$ cat src/rtl/lcd_cmd_sched.sv
// lcd_cmd_sched: round-robin command scheduler in front of the LCD image
// controller. Two requesters share one command port through a small FIFO.
// Commands are issued as single-cycle strobes, with at least one idle cycle
// between strobes, and only while the controller is not busy. A WRITE
// command (code 0) ends the sequence. After the controller's done the block
// reports sched_done until reset.
// Optional feature: define LCD_SCHED_STATS_EN to enable the saturating
// issued-command counter on cmd_cnt. When it is undefined, cmd_cnt reads 0.
module lcd_cmd_sched #(
  parameter int DEPTH = 4,
  parameter int CMD_W = 4
) (
  input  logic             clk,
  input  logic             reset_n,
  input  logic             req_a,
  input  logic [CMD_W-1:0] cmd_a,
  output logic             gnt_a,
  input  logic             req_b,
  input  logic [CMD_W-1:0] cmd_b,
  output logic             gnt_b,
  input  logic             lcd_busy,
  input  logic             lcd_done,
  output logic [CMD_W-1:0] cmd,
  output logic             cmd_valid,
  output logic             fifo_full,
  output logic             sched_done,
  output logic [7:0]       cmd_cnt
);

  localparam int PTR_W = (DEPTH > 1) ? $clog2(DEPTH) : 1;
  localparam int CNT_W = $clog2(DEPTH) + 1;
  localparam logic [CNT_W-1:0] DEPTH_C  = CNT_W'(DEPTH);
  localparam logic [CMD_W-1:0] DROP_MIN = CMD_W'(12);
  localparam logic LAST_A = 1'b0;
  localparam logic LAST_B = 1'b1;

  typedef enum logic [1:0] {S_IDLE, S_GAP, S_WAIT_DONE, S_FINISHED} state_t;

  state_t           state_q, state_d;
  logic [CMD_W-1:0] mem_q [DEPTH];
  logic [PTR_W-1:0] wr_ptr_q, wr_ptr_d;
  logic [PTR_W-1:0] rd_ptr_q, rd_ptr_d;
  logic [CNT_W-1:0] count_q, count_d;
  logic             write_seen_q, write_seen_d;
  logic             last_q, last_d;
  logic [CMD_W-1:0] cmd_q, cmd_d;
  logic             cmd_valid_q, cmd_valid_d;
  logic             fifo_full_q, fifo_full_d;
  logic             sched_done_q, sched_done_d;

  logic             win_open;
  logic             gnt_a_c, gnt_b_c;
  logic             push, pop;
  logic [CMD_W-1:0] grant_cmd;
  logic [CMD_W-1:0] head;

  assign head = mem_q[rd_ptr_q];

  // Accept window and round-robin grant; gated by reset so grants read 0 while it is held
  always_comb begin
    win_open  = reset_n && (count_q < DEPTH_C) && !write_seen_q && (state_q != S_FINISHED);
    gnt_a_c   = 1'b0;
    gnt_b_c   = 1'b0;
    if (win_open) begin
      if (req_a && req_b) begin
        if (last_q == LAST_B) gnt_a_c = 1'b1;
        else                  gnt_b_c = 1'b1;
      end else if (req_a) begin
        gnt_a_c = 1'b1;
      end else if (req_b) begin
        gnt_b_c = 1'b1;
      end
    end
    grant_cmd = gnt_a_c ? cmd_a : cmd_b;
    // Codes 12..15 are consumed by the grant but never stored
    push      = (gnt_a_c || gnt_b_c) && (grant_cmd < DROP_MIN);
  end

  assign gnt_a = gnt_a_c;
  assign gnt_b = gnt_b_c;

  // FIFO storage write port; contents need no reset because count/pointers define validity
  always_ff @(posedge clk) begin
    if (push) mem_q[wr_ptr_q] <= grant_cmd;
  end

  // Next-state logic for the issue FSM, FIFO bookkeeping and registered outputs
  always_comb begin
    state_d      = state_q;
    cmd_d        = cmd_q;
    cmd_valid_d  = 1'b0;
    sched_done_d = sched_done_q;
    pop          = 1'b0;

    case (state_q)
      S_IDLE: begin
        if ((count_q != '0) && !lcd_busy) begin
          pop         = 1'b1;
          cmd_d       = head;
          cmd_valid_d = 1'b1;
          state_d     = (head == '0) ? S_WAIT_DONE : S_GAP;
        end
      end
      S_GAP: begin
        state_d = S_IDLE;
      end
      S_WAIT_DONE: begin
        // Raise sched_done together with the move so it is visible the cycle after done
        if (lcd_done) begin
          state_d      = S_FINISHED;
          sched_done_d = 1'b1;
        end
      end
      S_FINISHED: begin
        sched_done_d = 1'b1;
      end
      default: state_d = S_IDLE;
    endcase

    wr_ptr_d = push ? (wr_ptr_q + PTR_W'(1)) : wr_ptr_q;
    rd_ptr_d = pop  ? (rd_ptr_q + PTR_W'(1)) : rd_ptr_q;
    count_d  = count_q;
    if (push && !pop)      count_d = count_q + CNT_W'(1);
    else if (pop && !push) count_d = count_q - CNT_W'(1);

    // A finished sequence discards anything left queued
    if (state_q == S_FINISHED) begin
      count_d  = '0;
      wr_ptr_d = '0;
      rd_ptr_d = '0;
    end

    fifo_full_d  = (count_d == DEPTH_C);
    write_seen_d = write_seen_q || (push && (grant_cmd == '0));

    last_d = last_q;
    if (gnt_a_c)      last_d = LAST_A;
    else if (gnt_b_c) last_d = LAST_B;
  end

  // State register with asynchronous clear of the whole sequence
  always_ff @(posedge clk or negedge reset_n) begin
    if (!reset_n) begin
      state_q      <= S_IDLE;
      wr_ptr_q     <= '0;
      rd_ptr_q     <= '0;
      count_q      <= '0;
      write_seen_q <= 1'b0;
      last_q       <= LAST_B;
      cmd_q        <= '0;
      cmd_valid_q  <= 1'b0;
      fifo_full_q  <= 1'b0;
      sched_done_q <= 1'b0;
    end else begin
      state_q      <= state_d;
      wr_ptr_q     <= wr_ptr_d;
      rd_ptr_q     <= rd_ptr_d;
      count_q      <= count_d;
      write_seen_q <= write_seen_d;
      last_q       <= last_d;
      cmd_q        <= cmd_d;
      cmd_valid_q  <= cmd_valid_d;
      fifo_full_q  <= fifo_full_d;
      sched_done_q <= sched_done_d;
    end
  end

  assign cmd        = cmd_q;
  assign cmd_valid  = cmd_valid_q;
  assign fifo_full  = fifo_full_q;
  assign sched_done = sched_done_q;

`ifdef LCD_SCHED_STATS_EN
  logic [7:0] cnt_q, cnt_d;

  // Count issue strobes, including WRITE, saturating at 255
  always_comb begin
    cnt_d = cnt_q;
    if (cmd_valid_d && (cnt_q != 8'hFF)) cnt_d = cnt_q + 8'd1;
  end

  // Counter register
  always_ff @(posedge clk or negedge reset_n) begin
    if (!reset_n) cnt_q <= 8'd0;
    else          cnt_q <= cnt_d;
  end

  assign cmd_cnt = cnt_q;
`else
  assign cmd_cnt = 8'd0;
`endif

endmodule

$ cat config.mk
export PLATFORM = sky130hd
export DESIGN_NAME = lcd_cmd_sched
export DESIGN_NICKNAME = d
export VERILOG_FILES = /design/src/rtl/lcd_cmd_sched.sv
export SDC_FILE = /design/constraint.sdc
export NUM_CORES = 1
export LEC_CHECK = 0
export CAP_MARGIN = 20
export CELL_PAD_IN_SITES_DETAIL_PLACEMENT = 1
export CELL_PAD_IN_SITES_GLOBAL_PLACEMENT = 2
export CORE_AREA = 3 3 75 77
export CTS_CLUSTER_DIAMETER = 60
export CTS_CLUSTER_SIZE = 28
export DETAILED_ROUTE_END_ITERATION = 8
export DIE_AREA = 0 0 78 80
export PLACE_DENSITY = 0.84
export SLEW_MARGIN = 25
export SYNTH_ARGS = -nofsm -noshare
export SYNTH_HDL_FRONTEND = slang
export SYNTH_SLANG_ARGS = --single-unit
export TNS_END_PERCENT = 30
$ cat constraint.sdc
create_clock -name clk -period 5.4 [get_ports clk]
set_input_delay 1.08 -clock clk [delete_from_list [all_inputs] [get_ports clk]]
set_output_delay 1.08 -clock clk [all_outputs]
set_load 0.01 [all_outputs]
Figure 1. Sizing map.
(4 px per µm)
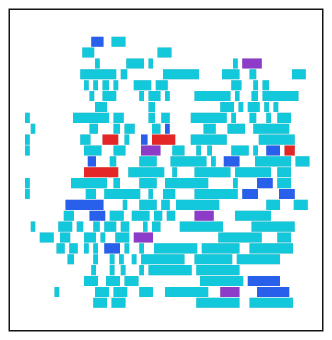
size	colour	cells
_3 and _4 cells	red	4
_2 cells	blue	14
_6 and larger	purple	5
_0 and _1 cells	cyan	158
Area Overhead vs Synth: 17.4%
final instance area: 2170 µm²

Figure 2. Cell placement.
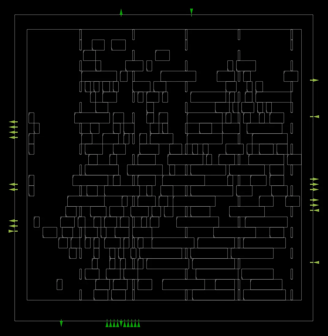
core box area: 5070 µm²
Fill cells: 582

Figure 3. Local utilization.
(4 px per µm) 8 x 8 tiles, from dark blue (low) to red (high), 0 to 100% covered.
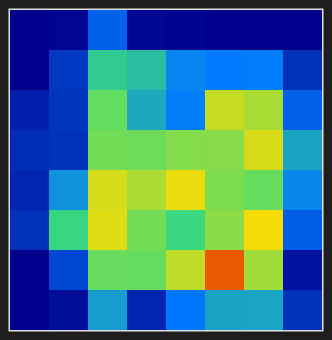
fullest tile	90%
tiles over 75% full	1.6%
mean over tiles	33%
nearly empty tiles	16%

==> impl_metrics.py <==
# Auto-generated metrics
metrics = {
    "yosys": {
        "ys_sh_aoi_pct": 10.8,
        "top_logic_kind": "simple AND/OR/NAND/NOR gates",
        "xor_share_pct": 2.37,
        "yosys.area_share.simple_pct": 12.6,
        "netlist_instances": 155,
        "synth_flop_count": 34,
        "synth_area_um2": 1850,
        "synth_seq_share_pct": 50.4,
        "yosys_cells": 155,
        "synth-async-reset-ratio_pct": 52.9,
        "fa_ha_area_share_pct": 6.77,
        "ys_area_um2": 1850,
        "ys_warn_count": 0,
        "flop_cell": "dfrtp_1",
    },
    "grt": {
        "use_met1_pct": 15.8,
        "busiest_layer": "met2",
        "use_met3_pct": 4.29,
        "grt_first_pass_wirelength_mm": 6.61,
        "grt-ovfl-total": 0,
        "antenna_found_initial": 0,
    },
    "clocking": {
        "cts.sinks": 34,
        "worstSkewPairLatency_ns": 0.29,
        "cts-root-buf": "clkbuf_8",
        "cts_inserted_buffers": 5,
        "cts.path.max_buffers": 2,
        "ctsHoldBuffers": 0,
        "path_clk_slew_ns": 0.07,
    },
    "final_timing": {
        "fin_hold_ws_ns": 0.489,
        "slew_viol_final": 0,
        "final-setup-viol-count": 0,
        "max-slew-margin-rel_pct": 63.4,
        "rsz0062_at_grt": "false",
        "fin_crit_ns": 4.28,
        "finalCritPeriodShare_pct": 79.2,
        "fmax_mhz": 234,
        "final.setup.tns_ns": 0,
    },
    "min_path": {
        "hold_path_class": "reg2reg",
        "min_from": "sched_done",
        "min_path_cells": 2,
        "hold_end": "sched_done",
    },
    "worst_setup_path": {
        "critPathTopFamily": "buffers and inverters",
        "r2r_end": "mem_q[0][1]",
        "critPathLaunch": "reset_n",
        "cp_cell_sequence": "clkdlybuf4s50_1 > buf_4 > nor4b_4 > nand3_1 > inv_1 > clkdlybuf4s50_1",
        "r2r-start": "state_q[0]",
        "critPathMostFrequentCell": "clkdlybuf4s50_1",
        "cp.arrival_ns": 3.20,
        "worstSetupPathDepth": 6,
        "rr_worst_depth": 5,
        "crit_end": "gnt_a",
        "worstPathMaxFanout": 20,
        "cp_num_buf_inv": 4,
        "slowest_stage": "clkdlybuf4s50_1",
        "crit_required_ns": 4.32,
        "cp-end-kind": "primary output",
    },
    "pwr": {
        "pwr-share-clk_pct": 17.5,
        "pg_comb_uw": 447,
        "ir_worst_vdd_v": 0.000135,
        "combPwrFrac_pct": 43.0,
        "p_int_uw": 651,
        "powerClk_uw": 182,
        "finalPower_mw": 1.04,
    },
    "run": {
        "cap_violations": 0,
        "tool_warnings": 33,
    },
    "floorplan": {
        "chip_area_um2": 6240,
        "fp_util_pct": 36.4,
        "io_pins": 31,
        "die_w_um": 78,
        "die-height_um": 80,
    },
    "cells_and_area": {
        "final_core_util_pct": 42.8,
        "instances_no_fill": 251,
        "nNetsFinal": 204,
        "diodes": 0,
        "drive_above_1_share_pct": 12.7,
    },
    "detailed_routing": {
        "drtIter0Drc": 37,
        "vias_per_cell": 4.92,
        "wirelength_mm": 3.87,
        "wl_met2_mm": 2.02,
        "top_layer_used": "met4",
        "vias": 1236,
        "wl_met1_mm": 1.61,
    },
    "place": {
        "place_hpwl_mm": 2.98,
        "gp_congestion": 0.774,
        "dp_cells": 243,
        "post_dp_cell_area_um2": 2090,
        "place.port_buffers": 22,
    },
    "run_status": {
        "outcome": "finished, final reports clean",
    },
}
==> final cells by class <==
type	count	area, µm²
well taps	70	87.6
clock buffers	6	72.6
multi-input cells	104	796
inverters	12	45.0
fillers	582	2910
repair buffers	23	228
clock inverters	2	8.76
flip-flops and latches	34	932
==> layout by cell type (no fill, tap or decap), types with 2 or more instances in the layout <==
master and n:
clkdlybuf4s50_1 22, nand2_1 20, dfrtp_1 17, edfxtp_1 16, inv_1 11, ha_1 10, conb_1 8, o21ai_0 7
mux2_2 6, nor2_1 6, and2_1 5, clkbuf_8 5, xnor2_1 4, a21oi_1 3, nand2b_1 2, nand3_1 2
a32oi_1 2, nor3_1 2, a21o_1 2, mux4_1 2, mux4_2 2
==> sequential cells by signal, summed over array words and instances (netlist names) <==
| signal | flops |
|---|---|
| cmd | 4 |
| cmd_valid | 1 |
| count_q | 3 |
| fifo_full | 1 |
| last_q | 1 |
| mem_q | 16 |
| rd_ptr_q | 2 |
| sched_done | 1 |
| state_q | 2 |
| wr_ptr_q | 2 |
| write_seen_q | 1 |
==> logic make-up (layout without fill, tap and decap cells) <==
group,after synthesis,after routing
AND/OR/NAND/NOR,44,44
multiplexers,10,10
adder cells (fa/ha/maj),10,10
flip-flops,34,34
AND-OR/OR-AND,27,27
other,1,8
buffers and inverters,24,43
XOR/XNOR,5,5
==> Yosys cell counts, drive strengths merged, types with 2 or more instances <==
library cell	count	area share (%)
nor3	3	1.1
mux4	4	5.3
nor2	8	2.2
dfrtp	17	23
inv	12	2.4
a21o	2	0.81
mux2	6	3.7
ha	10	6.8
o21ai	7	1.9
nand3	2	0.54
and2	5	1.7
a21oi	5	2.2
nand2b	2	0.68
edfxtp	16	26
buf	12	5.5
xnor2	4	1.9
a32oi	2	0.95
nand2	20	4.1
Power and IR drop assume default switching activity.
